<file path="src/rtl/pwm_output_stage_if.sv">
// Signal bundle between the PWM counter/config side and pwm_output_stage.
// PWM_DEADTIME_EN adds the dead-time input, the complementary output and the DTW parameter.
interface pwm_output_stage_if #(
    parameter int CW = 16
`ifdef PWM_DEADTIME_EN
    ,
    parameter int DTW = 8
`endif
);
    logic          pwm_en;
    logic [1:0]    functions;
    logic [CW-1:0] compare1;
    logic [CW-1:0] compare2;
    logic [CW-1:0] period;
    logic [CW-1:0] count_val;
    logic          pwm_out;
    logic          update_pending;
`ifdef PWM_DEADTIME_EN
    logic [DTW-1:0] deadtime;
    logic           pwm_out_n;
`endif

    modport master (
        output pwm_en, functions, compare1, compare2, period, count_val,
`ifdef PWM_DEADTIME_EN
        output deadtime,
        input  pwm_out_n,
`endif
        input  pwm_out, update_pending
    );

    modport slave (
        input  pwm_en, functions, compare1, compare2, period, count_val,
`ifdef PWM_DEADTIME_EN
        input  deadtime,
        output pwm_out_n,
`endif
        output pwm_out, update_pending
    );
endinterface

</file>
<file path="src/rtl/pwm_output_stage.sv">
// PWM compare-and-drive stage with shadow compare registers reloaded at the period boundary.
// Define PWM_DEADTIME_EN to add the dead-time generator and the complementary output.
module pwm_output_stage #(
    parameter int CW = 16
`ifdef PWM_DEADTIME_EN
    ,
    parameter int DTW = 8
`endif
) (
    input logic              clk,
    input logic              rst_n,
    pwm_output_stage_if.slave bus
);

    logic [CW-1:0] count_q;
    logic [CW-1:0] c1_s;
    logic [CW-1:0] c2_s;
    logic [1:0]    fn_s;
    logic          en_q;
    logic          ideal_q;

    logic          raw;
    logic          raw_gated;
    logic          boundary;
    logic          load;

    // Boundary catches both the up-count wrap and a down-count reaching zero.
    always_comb begin
        boundary = (bus.count_val == '0) && (count_q != '0);
        load     = bus.pwm_en && (boundary || !en_q);
    end

    always_comb begin
        raw = 1'b0;
        case (fn_s)
            2'b00:   raw = (bus.count_val < c1_s);
            2'b01:   raw = (bus.count_val >= c1_s);
            default: raw = (c1_s < c2_s) && (bus.count_val >= c1_s) && (bus.count_val < c2_s);
        endcase
        raw_gated = bus.pwm_en ? raw : 1'b0;
    end

    assign bus.update_pending = (bus.compare1 != c1_s) || (bus.compare2 != c2_s) ||
                                (bus.functions != fn_s);

    always_ff @(posedge clk) begin
        if (!rst_n) begin
            count_q <= '0;
            c1_s    <= '0;
            c2_s    <= '0;
            fn_s    <= '0;
            en_q    <= 1'b0;
            ideal_q <= 1'b0;
        end else begin
            count_q <= bus.count_val;
            en_q    <= bus.pwm_en;
            ideal_q <= raw_gated;
            if (load) begin
                c1_s <= bus.compare1;
                c2_s <= bus.compare2;
                fn_s <= bus.functions;
            end
        end
    end

`ifdef PWM_DEADTIME_EN
    logic [DTW-1:0] dt_cnt;

    // A toggle arriving mid dead-time restarts the blanking window.
    always_ff @(posedge clk) begin
        if (!rst_n) begin
            dt_cnt <= '0;
        end else if (raw_gated != ideal_q) begin
            dt_cnt <= bus.deadtime;
        end else if (dt_cnt != '0) begin
            dt_cnt <= dt_cnt - 1'b1;
        end
    end

    assign bus.pwm_out   = ideal_q && (dt_cnt == '0);
    assign bus.pwm_out_n = !ideal_q && en_q && (dt_cnt == '0);
`else
    assign bus.pwm_out = ideal_q;
`endif

endmodule

</file>
<file path="src/flat_wrapper.sv">
// flat-port wrapper written by rule: the top's interface ports become plain ports
module pwm_output_stage_flat 
#(
    parameter int CW = 16

)
  (clk, rst_n, bus_pwm_en, bus_functions, bus_compare1, bus_compare2, bus_period, bus_count_val, bus_pwm_out, bus_update_pending);
  pwm_output_stage_if #(.CW(CW)) bus_i ();
  input logic clk;
  input logic rst_n;
  input wire logic [$bits(bus_i.pwm_en)-1:0] bus_pwm_en;
  input wire logic [$bits(bus_i.functions)-1:0] bus_functions;
  input wire logic [$bits(bus_i.compare1)-1:0] bus_compare1;
  input wire logic [$bits(bus_i.compare2)-1:0] bus_compare2;
  input wire logic [$bits(bus_i.period)-1:0] bus_period;
  input wire logic [$bits(bus_i.count_val)-1:0] bus_count_val;
  output wire logic [$bits(bus_i.pwm_out)-1:0] bus_pwm_out;
  output wire logic [$bits(bus_i.update_pending)-1:0] bus_update_pending;
  assign bus_i.pwm_en = bus_pwm_en;
  assign bus_i.functions = bus_functions;
  assign bus_i.compare1 = bus_compare1;
  assign bus_i.compare2 = bus_compare2;
  assign bus_i.period = bus_period;
  assign bus_i.count_val = bus_count_val;
  assign bus_pwm_out = bus_i.pwm_out;
  assign bus_update_pending = bus_i.update_pending;
  pwm_output_stage #(.CW(CW)) u_core (.clk(clk), .rst_n(rst_n), .bus(bus_i));
endmodule
</file>
<file path="config.mk">
export PLATFORM = sky130hd
export DESIGN_NAME = pwm_output_stage_flat
export DESIGN_NICKNAME = d
export VERILOG_FILES = /design/src/rtl/pwm_output_stage_if.sv /design/src/rtl/pwm_output_stage.sv /design/src/flat_wrapper.sv
export SDC_FILE = /design/constraint.sdc
export NUM_CORES = 1
export LEC_CHECK = 0
export CAP_MARGIN = 25
export CORE_MARGIN = 2
export CORE_UTILIZATION = 35
export CTS_BUF_LIST = sky130_fd_sc_hd__clkbuf_4
export DETAILED_ROUTE_END_ITERATION = 6
export PLACE_DENSITY = 0.59
export REMOVE_ABC_BUFFERS = 1
export SYNTH_ARGS = -nofsm -noshare
export SYNTH_HDL_FRONTEND = slang
export SYNTH_SLANG_ARGS = --single-unit
</file>
<file path="constraint.sdc">
create_clock -name clk -period 3.75 [get_ports clk]
set_input_delay 0.75 -clock clk [delete_from_list [all_inputs] [get_ports clk]]
set_output_delay 0.75 -clock clk [all_outputs]
set_load 0.005 [all_outputs]
</file>
Routed metal, one color a layer:
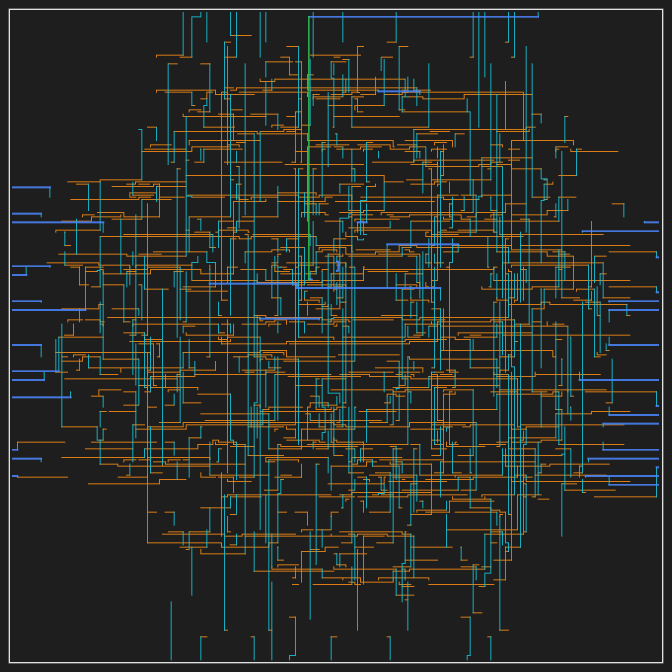
blue -> metal 3  # wire length 285 µm
orange -> metal 1  # wire length 3760 µm
green -> metal 4  # wire length 40.8 µm
cyan -> metal 2  # wire length 3350 µm

==> flow_metrics.py <==
# Auto-generated metrics
metrics = {
    "die": {
        "die_h_um": 101,
        "die-area_um2": 10300,
        "num_rows": 35,
    },
    "timing": {
        "fmax_ghz": 0.282,
        "rsz0062_at_grt": "no",
    },
    "place": {
        "hpwl_um": 6100,
    },
    "power": {
        "power_frac_clock": 0.217,
        "max-vdd-ir-drop_mv": 0.129,
        "switching_share": 0.290,
        "internal-power_mw": 0.838,
    },
    "routing": {
        "first_pass_iters": 4,
        "drc": 0,
        "routed_wl_um": 7440,
    },
    "clock_tree": {
        "clock_latency_ns": 0.36,
        "cts_buffers": 5,
        "cts_tree": "yes",
    },
    "grt": {
        "grt_overflow": 0,
        "grt_pass1_wl_um": 12100,
    },
    "min_path": {
        "min_path_type": "flip-flop to flip-flop",
    },
    "run_status": {
        "status": "complete, no violations",
    },
    "critical_path": {
        "reg2reg_depth": 7,
        "regToRegStartpoint": "u_core.c2_s[1]",
        "worstSetupPathType": "primary input to primary output",
        "critPathMaxFanout": 2,
    },
    "layout": {
        "mostFrequentLayoutCells": "54 x clkdlybuf4s50_1, 52 x dfxtp_1, 46 x ha_1",
        "syn_to_final_growth_pct": 23.1,
        "layout-drive-gt1-share": 0.0385,
    },
    "synth": {
        "synth_area_um2": 3320,
        "synth-edff-count": 0,
        "synthTopCellsByCount": "52 x dfxtp_1, 46 x ha_1, 37 x nor2b_1, 34 x mux2i_1, 32 x inv_1",
        "top_cell": "dfxtp_1",
        "simple_gate_share": 0.203,
        "synthCells": 357,
        "synth_top_area_share": 0.314,
        "synth_cell_type_count": 35,
    },
    "job": {
        "drv_cap": 0,
    },
}
Cell outlines without signal wires:
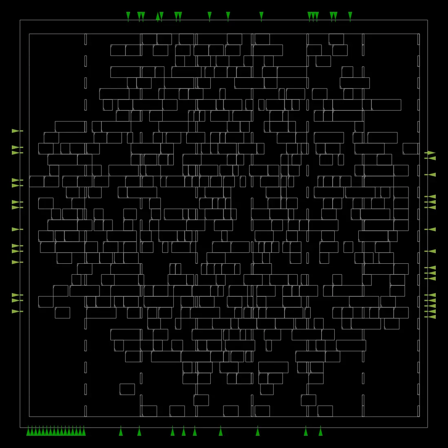
Layout Cells excl Fill: 545
flop count: 52

==> worst min path at each step <==
stage                     cells past startpoint              end
after global placement                        2  u_core.c2_s[11]
after CTS                                     2   u_core.c2_s[9]
after global routing                          2   u_core.c2_s[6]
after floorplan                               2  u_core.c2_s[13]
after detailed placement                      2   u_core.c2_s[9]
final                                         2   u_core.c2_s[1]
==> flip-flops by register name (all words and copies together) (netlist names) <==
| name | count |
|---|---|
| u_core.c2_s | 16 |
| u_core.fn_s | 2 |
| u_core.c1_s | 16 |
| u_core.bus.pwm_out | 1 |
| u_core.en_q | 1 |
| u_core.count_q | 16 |
==> through the flow <==
step                      total power, mW  utilization  std cells  setup WS, ns
after floorplan                     0.803            -        349          1.47
after global placement              0.929        0.435        537         0.132
after detailed placement            0.938        0.435        537         0.142
after CTS                            1.19        0.441        545         0.123
after global routing                 1.26        0.442        545        0.0123
final                                1.18        0.442        545         0.199
==> final cells by class <==
class	instances	area, µm²
repair buffers	59	578
inverters	32	120
clock buffers	7	52.6
flip-flops and latches	52	1040
clock inverters	1	3.75
well taps	129	161
fillers	923	5150
multi-input cells	265	2130
==> worst max-delay path, stage by stage <==
cell and delay [ns]:
clkdlybuf4s50_1 0.44, xor2_1 0.18, nor4_2 0.29, buf_4 0.16
nand4_1 0.08, nor4_1 0.18, buf_4 0.15, nand4_1 0.09
clkdlybuf4s50_1 0.47
==> layer usage <==
metal	GRT usage	wire [µm]	vias to the layer above
met5	0	0	-
met4	0.0249	40	0
met3	0.0262	284	2
met2	0.240	3350	46
met1	0.213	3760	1163
li1	-	-	1369
==> kinds of logic after synthesis <==
group	Yosys count
XOR/XNOR	34
buffers and inverters	40
AND/OR/NAND/NOR	113
flip-flops	52
adder cells (fa/ha/maj)	46
AND-OR/OR-AND	38
multiplexers	34
Power is estimated from default activity; no workload was simulated.
